**src/rtl/ahb_slave_if.sv**
```systemverilog
// AHB-Lite slave-side bus bundle; master drives address/control/write data, slave returns ready/resp/read data.
// Latency: none (wires only). Backpressure: hready from the master, hreadyout from the slave.
// Carries no state; modports fix the direction of each signal.
interface ahb_slave_if;
    logic        hsel;
    logic [31:0] haddr;
    logic        hwrite;
    logic [2:0]  hsize;
    logic [3:0]  hprot;
    logic [1:0]  htrans;
    logic        hmastlock;
    logic [2:0]  hburst;
    logic        hready;
    logic [31:0] hwdata;
    logic        hreadyout;
    logic        hresp;
    logic [31:0] hrdata;

    modport slave (
        input  hsel, haddr, hwrite, hsize, hprot, htrans, hmastlock, hburst, hready, hwdata,
        output hreadyout, hresp, hrdata
    );

    modport master (
        output hsel, haddr, hwrite, hsize, hprot, htrans, hmastlock, hburst, hready, hwdata,
        input  hreadyout, hresp, hrdata
    );
endinterface

```
**src/rtl/ahb_slave.sv**
```systemverilog
// AHB word-addressed memory slave with SINGLE/INCR/WRAP bursts; AHB_SLAVE_ERR_RESP_EN adds out-of-range ERROR.
// Latency: one address edge, then one beat per hready edge; read data registered on its beat edge.
// Backpressure: hready=0 freezes all state; hreadyout drops only during the first ERROR cycle.
module ahb_slave #(
    parameter int DEPTH = 64
) (
    input  logic        hclk,
    input  logic        hresetn,
    ahb_slave_if.slave  bus
);
    localparam int AW = $clog2(DEPTH);

`ifdef AHB_SLAVE_ERR_RESP_EN
    typedef enum logic [1:0] {S_IDLE, S_DATA, S_ERR1, S_ERR2} state_t;
`else
    typedef enum logic [1:0] {S_IDLE, S_DATA} state_t;
`endif

    state_t          r_state;
    logic [AW-1:0]   r_cur;
    logic [3:0]      r_beat;
    logic            r_write;
    logic [2:0]      r_burst;
    logic [31:0]     r_rdata;
    logic [31:0]     r_mem [DEPTH];

    logic [3:0]      w_nbeats_m1;
    logic            w_wrap;
    logic [AW-1:0]   w_mask;
    logic [AW-1:0]   w_cur_inc;
    logic [AW-1:0]   w_cur_nxt;
    logic            w_last;
    logic            w_unused;

    always_comb begin
        w_nbeats_m1 = 4'd0;
        case (r_burst[2:1])
            2'b00:   w_nbeats_m1 = 4'd0;
            2'b01:   w_nbeats_m1 = 4'd3;
            2'b10:   w_nbeats_m1 = 4'd7;
            default: w_nbeats_m1 = 4'd15;
        endcase
    end

    // Even non-zero burst codes are WRAP; INCR uses an all-ones mask so it wraps at DEPTH.
    assign w_wrap    = ~r_burst[0] & (r_burst[2:1] != 2'b00);
    assign w_mask    = w_wrap ? AW'(w_nbeats_m1) : {AW{1'b1}};
    assign w_cur_inc = r_cur + AW'(1);
    assign w_cur_nxt = (r_cur & ~w_mask) | (w_cur_inc & w_mask);
    assign w_last    = (r_beat == w_nbeats_m1);
    assign w_unused  = ^{bus.hsize, bus.hprot, bus.htrans, bus.hmastlock, bus.haddr[31:AW]};

`ifdef AHB_SLAVE_ERR_RESP_EN
    logic r_hreadyout;
    logic r_hresp;
    logic r_ovf;
    logic w_oob;
    logic w_top;

    assign w_oob = (bus.haddr >= 32'(DEPTH));
    // An INCR beat at the last word means the following beat would fall off the end of memory.
    assign w_top = (r_cur == {AW{1'b1}}) & ~w_wrap;
    assign bus.hreadyout = r_hreadyout;
    assign bus.hresp     = r_hresp;
`else
    assign bus.hreadyout = 1'b1;
    assign bus.hresp     = 1'b0;
`endif
    assign bus.hrdata = r_rdata;

    always_ff @(posedge hclk) begin
        if (hresetn) begin
            r_state <= S_IDLE;
            r_cur   <= '0;
            r_beat  <= '0;
            r_write <= 1'b0;
            r_burst <= 3'b000;
            r_rdata <= '0;
            for (int i = 0; i < DEPTH; i++) r_mem[i] <= '0;
`ifdef AHB_SLAVE_ERR_RESP_EN
            r_hreadyout <= 1'b1;
            r_hresp     <= 1'b0;
            r_ovf       <= 1'b0;
`endif
        end else begin
            case (r_state)
                S_IDLE: begin
                    if (bus.hsel && bus.hready) begin
`ifdef AHB_SLAVE_ERR_RESP_EN
                        if (w_oob) begin
                            r_state     <= S_ERR1;
                            r_hreadyout <= 1'b0;
                            r_hresp     <= 1'b1;
                        end else begin
                            r_ovf <= 1'b0;
`endif
                            r_cur   <= bus.haddr[AW-1:0];
                            r_write <= bus.hwrite;
                            r_burst <= bus.hburst;
                            r_beat  <= '0;
                            r_state <= S_DATA;
`ifdef AHB_SLAVE_ERR_RESP_EN
                        end
`endif
                    end
                end
                S_DATA: begin
                    if (bus.hready) begin
`ifdef AHB_SLAVE_ERR_RESP_EN
                        if (r_ovf) begin
                            r_state     <= S_ERR1;
                            r_hreadyout <= 1'b0;
                            r_hresp     <= 1'b1;
                        end else begin
`endif
                            if (r_write) r_mem[r_cur] <= bus.hwdata;
                            else         r_rdata      <= r_mem[r_cur];
                            if (w_last) begin
                                r_state <= S_IDLE;
                            end else begin
                                r_cur  <= w_cur_nxt;
                                r_beat <= r_beat + 4'd1;
`ifdef AHB_SLAVE_ERR_RESP_EN
                                r_ovf  <= w_top;
`endif
                            end
`ifdef AHB_SLAVE_ERR_RESP_EN
                        end
`endif
                    end
                end
`ifdef AHB_SLAVE_ERR_RESP_EN
                S_ERR1: begin
                    r_hreadyout <= 1'b1;
                    r_state     <= S_ERR2;
                end
                S_ERR2: begin
                    r_hresp <= 1'b0;
                    r_ovf   <= 1'b0;
                    r_state <= S_IDLE;
                end
`endif
                default: r_state <= S_IDLE;
            endcase
        end
    end
endmodule

```
**src/flat_wrapper.sv**
```systemverilog
// flat-port wrapper written by rule: the top's interface ports become plain ports
module ahb_slave_flat 
#(
    parameter int DEPTH = 64
)
  (hclk, hresetn, bus_hsel, bus_haddr, bus_hwrite, bus_hsize, bus_hprot, bus_htrans, bus_hmastlock, bus_hburst, bus_hready, bus_hwdata, bus_hreadyout, bus_hresp, bus_hrdata);
  ahb_slave_if bus_i ();
  input  logic hclk;
  input  logic hresetn;
  input wire logic [$bits(bus_i.hsel)-1:0] bus_hsel;
  input wire logic [$bits(bus_i.haddr)-1:0] bus_haddr;
  input wire logic [$bits(bus_i.hwrite)-1:0] bus_hwrite;
  input wire logic [$bits(bus_i.hsize)-1:0] bus_hsize;
  input wire logic [$bits(bus_i.hprot)-1:0] bus_hprot;
  input wire logic [$bits(bus_i.htrans)-1:0] bus_htrans;
  input wire logic [$bits(bus_i.hmastlock)-1:0] bus_hmastlock;
  input wire logic [$bits(bus_i.hburst)-1:0] bus_hburst;
  input wire logic [$bits(bus_i.hready)-1:0] bus_hready;
  input wire logic [$bits(bus_i.hwdata)-1:0] bus_hwdata;
  output wire logic [$bits(bus_i.hreadyout)-1:0] bus_hreadyout;
  output wire logic [$bits(bus_i.hresp)-1:0] bus_hresp;
  output wire logic [$bits(bus_i.hrdata)-1:0] bus_hrdata;
  assign bus_i.hsel = bus_hsel;
  assign bus_i.haddr = bus_haddr;
  assign bus_i.hwrite = bus_hwrite;
  assign bus_i.hsize = bus_hsize;
  assign bus_i.hprot = bus_hprot;
  assign bus_i.htrans = bus_htrans;
  assign bus_i.hmastlock = bus_hmastlock;
  assign bus_i.hburst = bus_hburst;
  assign bus_i.hready = bus_hready;
  assign bus_i.hwdata = bus_hwdata;
  assign bus_hreadyout = bus_i.hreadyout;
  assign bus_hresp = bus_i.hresp;
  assign bus_hrdata = bus_i.hrdata;
  ahb_slave #(.DEPTH(DEPTH)) u_core (.hclk(hclk), .hresetn(hresetn), .bus(bus_i));
endmodule
```
**config.mk**
```make
export PLATFORM = sky130hd
export DESIGN_NAME = ahb_slave_flat
export DESIGN_NICKNAME = d
export VERILOG_FILES = /design/src/rtl/ahb_slave_if.sv /design/src/rtl/ahb_slave.sv /design/src/flat_wrapper.sv
export SDC_FILE = /design/constraint.sdc
export NUM_CORES = 2
export LEC_CHECK = 0
export ABC_AREA = 1
export CAP_MARGIN = 5
export CORE_MARGIN = 2
export CORE_UTILIZATION = 30
export CTS_CLUSTER_SIZE = 16
export DETAILED_ROUTE_END_ITERATION = 12
export MAX_ROUTING_LAYER = met4
export REMOVE_ABC_BUFFERS = 1
export SLEW_MARGIN = 5
export SYNTH_ARGS = -nofsm -noshare
export SYNTH_HDL_FRONTEND = slang
export SYNTH_SLANG_ARGS = --single-unit
export TNS_END_PERCENT = 20
```
**constraint.sdc**
```tcl
create_clock -name hclk -period 6.7 [get_ports hclk]
set_input_delay 2.01 -clock hclk [delete_from_list [all_inputs] [get_ports hclk]]
set_output_delay 2.01 -clock hclk [all_outputs]
set_load 0.01 [all_outputs]
```
==> notes.org <==
#+TITLE: Implementation results

** Layout
- The net count of the finished layout is roughly 11000.
- Multi-input logic portion of the cell area :: 0.286
- The layout has 326 buffers outside the clock class.
- Per the layout report, the design carries between 100 and 150 non-clock inverters.
- N_diodes :: 18
- The most common logic cell in the final layout is sky130_fd_sc_hd__nand2_1.
- Dominant kind of cell :: registers
- Ranked by flip-flop count, first place goes to u_core.r_mem.
- Largest register FFs :: 2048
- 8213 cells are multi-input combinational gates.
- Clock buffer and inverter area fraction after layout :: 0.0607
- Tally of filler cells in the layout :: 33000
- Register area :: ~0.062 sq mm
- Combinational Area :: 0.0312 sq mm
- Top library cells by usage in the layout, fill and taps aside :: 5851 x sky130_fd_sc_hd__nand2_1, 2216 x sky130_fd_sc_hd__nor2_1, 2048 x sky130_fd_sc_hd__edfxtp_1
- In this run the layout overhead on the synthesized area is reported as 11.9%.

** Synthesis
- Largest cells by area :: sky130_fd_sc_hd__edfxtp_1 63%, sky130_fd_sc_hd__nand2_1 23%, sky130_fd_sc_hd__nor2_1 8.6%
- Distinct cell type count after synthesis :: 30
- Of all cell types, the one taking the most synthesized area is sky130_fd_sc_hd__edfxtp_1.
- Yosys stat chip area :: 0.0976 sq mm
- Yosys shows that the main logic family after synthesis is simple AND/OR/NAND/NOR gates.
- Among all flip-flop cells after synthesis, the most frequent one is sky130_fd_sc_hd__edfxtp_1.
- Yosys reported that registers with async set or reset make up 0.
- Portion of netlist area occupied by mux cells :: 0.000103
- Mean instance size in the synthesized netlist :: a little under 9 sq um
- Of the post-synthesis cell area, the dominant cell type holds 0.630.
- Tally of yosys warning messages :: 0
- In the post-synthesis netlist, the cell with the most instances is sky130_fd_sc_hd__nand2_1.
- Synthesis-stage register bit count :: 2095
- EDFF count, synth :: 2048
- Cell area after synthesis :: 0.0976 sq mm
- Basic Gates by Area :: 0.315

** Worst setup path
- The timing report gives the worst reg2reg path a setup slack of 2.40 ns.
- The report puts the cell count of the worst reg-to-reg path at 14.
- Slowest stage cell on the critical path :: sky130_fd_sc_hd__nor3_2
- Kind of cell adding the most delay to the critical path :: buffers and inverters
- The critical path starts at bus_hready.
- Critical path destination :: u_core.r_mem[41][2]$_SDFFCE_PN0P_
- Maximum single-stage delay on the critical path :: 0.66 ns
- Buf/Inv on CP :: 5
- Critical path cell sequence :: clkdlybuf4s50_1 -> nand2_1 -> nor3_4 -> inv_2 -> nor3_2 -> buf_4 -> nand2_1 -> buf_4 -> nand2_1 -> buf_4
- Arrival @ worst endpoint :: 5.36 ns
- The critical path crosses 10 cells after its start point.
- STA classifies the critical path startpoint as an input pin.
- In this run the critical register-to-register path is launched from u_core.r_cur[0]$_SDFFE_PP0P_.

** Final timing
- # setup viols final :: 0
- Pin slew with the least headroom to its limit :: 1.21 ns
- The final timing summary puts the cycle share of the worst path at 0.728.
- Headroom to the max-slew limit came out at 0.190.
- Aggregate negative setup slack :: 0 ns
- The most critical hold endpoint after final layout shows a slack of 0.468 ns.

** Job
- Tally of max-capacitance violations :: 0

** Status
- Status :: finished clean

** Min path
- Worst min-delay path startpoint :: u_core.r_burst[0]$_SDFFE_PP0P_
- In the hold timing report, the worst path depth is 2.

** Die
- Floorplan die width :: 574 um
- In this run the full chip footprint comes out at 0.330 sq mm.
- At the floorplan stage, the core utilization is reported as 0.301.
- Vert. Die Dim :: 574 um

** Pwr
- Part of the total power dissipated in combinational logic :: 0.116
- Power consumption :: 30.1 mW
- Per the summary, power density relative to cell area is 275 mW/mm^2.
- Comb pwr :: 3.48 mW
- Internal power component :: 22.0 mW
- Clock share of power :: 0.388
- For this design the total switching power over the nets is 8.05 mW.
- The share of total power dissipated in sequential elements is 0.496.
- Clock network power consumption :: approximately 12 mW
- The worst VDD IR drop from the latest analysis is roughly 0.2 mV.

** Place
- Routability-driven placement finished with a final weighted congestion of 0.909.
- As logged by OpenROAD, the buffers inserted on ports number between 70 and 80.
- DP Wirelength :: roughly 180 mm

** Clock tree
- Clk sink count :: 2095
- The report puts the hold buffer count at CTS at 0.
- Post-CTS repair ended up resizing 0 cells.
- Per the repair_timing log after CTS, setup buffers inserted total 0.
- For reference, the clock transition at the flip-flops on the worst setup and hold paths is approximately 0.06 ns.
- Clock tree synthesis inserted a total of 214 buffers.
- CTS tree :: built
- Bufs on Longest Clock Path :: 4
- In this run the clock root is driven by a sky130_fd_sc_hd__clkbuf_16.
- Level count of the clock H-tree :: 4

** Route
- TritonRoute output was used to compute an average wire per cell of 20.2 um.
- The detail route stage leaves a number of antenna-violating nets equal to 0.
- Total wire length :: 312 mm
- Dividing the detail-routed via count by the number of cells gives 4.74.
- Once iteration 0 of detailed routing completed, the report listed 8314 DRC markers.
- First-pass DRT Iterations :: 6

** GRT
- Number of global-route vias before repair :: 67400
- Initial antenna violation count :: 6
cell families (layout without fill, tap and decap cells):
kind of cell	count (synthesis)	in the layout
AND/OR/NAND/NOR	8152	8152
flip-flops	2095	2095
buffers and inverters	963	840
AND-OR/OR-AND	51	51
XOR/XNOR	5	5
adder cells (fa/ha/maj)	2	2
other	2	20
multiplexers	1	1
per-layer routing:
layer  part of all wire  track usage  vias to the layer above
li1                   -            -                    34800
met1               0.40        0.242                    35100
met2               0.46        0.298                     3003
met3              0.082       0.0248                      580
met4              0.053       0.0895                        0
met5                  0            -                        -
metrics by stage:
step,setup slack (ns),utilization,area (sq um)
floorplan,-56.76,-,94100
global placement,1.03,0.316,103000
detailed placement,0.973,0.316,103000
CTS,1.86,0.337,109000
global route,1.79,0.337,109000
finish,1.82,0.337,109000
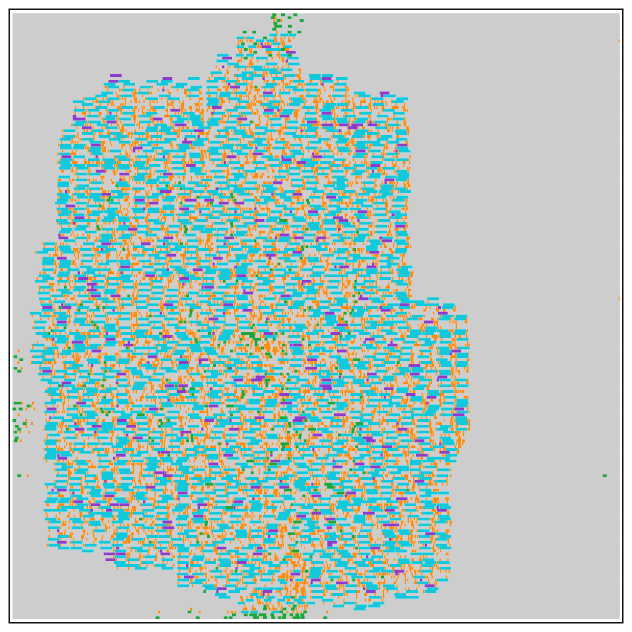
Figure 1: placed cells, one colour a class.
Fill, decap, tap and diode cells in grey.
colour	class	cells
green	other buffers and delay cells	326
orange	all other logic	8340
purple	clock drivers and dummy loads	387
cyan	flops	2095
Floorplan Core Area: 0.324 sq mm
final core utilization: 0.337
Seq area share: 0.572
Cell Rows: 209
Final Cell Area: 0.109 sq mm

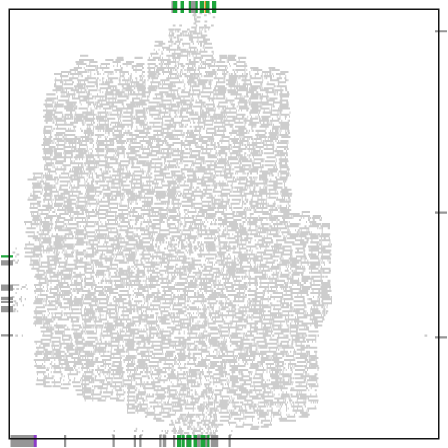
Figure 2: ports around the boundary.
Pins as bars across the die edge, other pins in grey.
colour	port	pins	direction	edge
purple	bus_htrans	2	input	south
green	bus_hrdata	32	output	18 north, 13 south, 1 west
orange	bus_hwrite	1	input	north

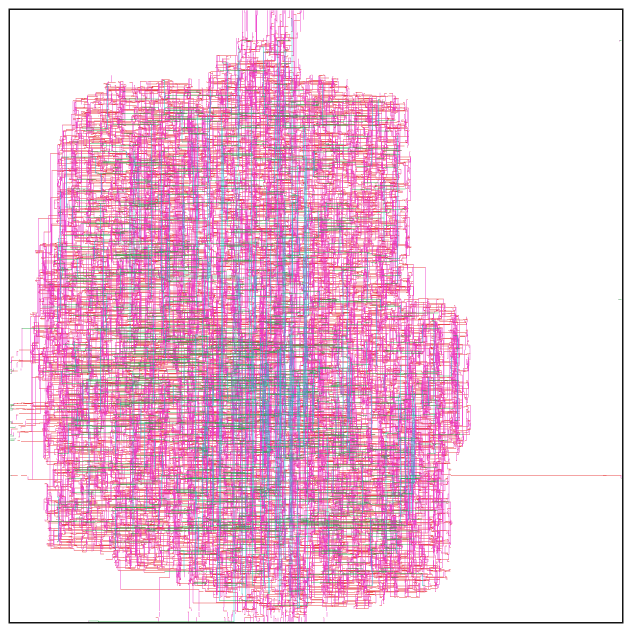
Figure 3: metal layers overlaid.
colour	layer	wire length
red	met1	126 mm
green	met3	25.5 mm
magenta	met2	145 mm
cyan	met4	16700 um
overall global routing resource usage: 0.189
vias after detailed routing: 73400

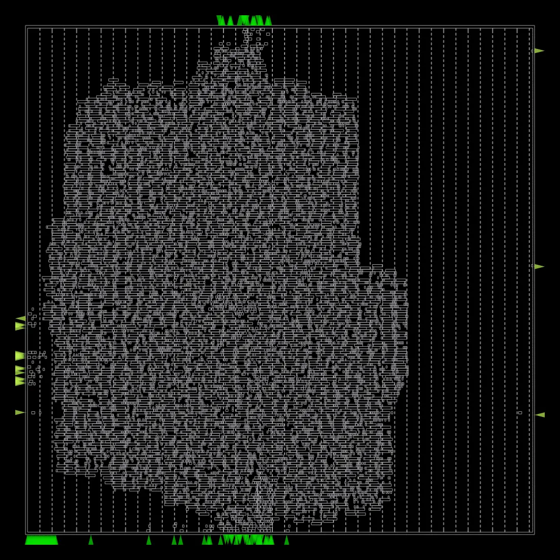
Figure 4: placed standard cells.
Seq cells: 2095
tap cell count: 4325
count of placed standard cells in the final layout, fillers left out: 15500

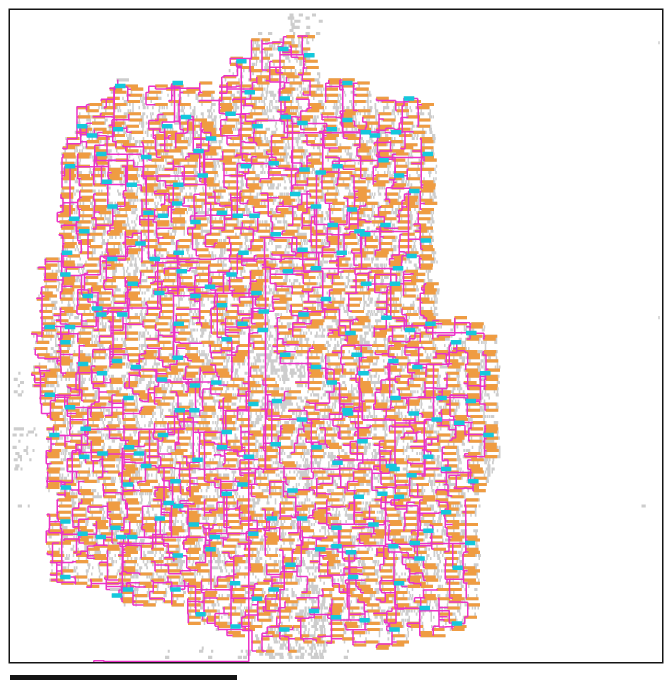
Figure 5: routed clock nets over the placement.
The bar under the picture is 200 um long.
[magenta] clock wires | length: 26.0 mm
[orange] flip-flops | count: 2095
[cyan] cells driving clock nets | count: 214
routed clock nets	215

No activity file was given, so power comes from the tool's default toggle rates.
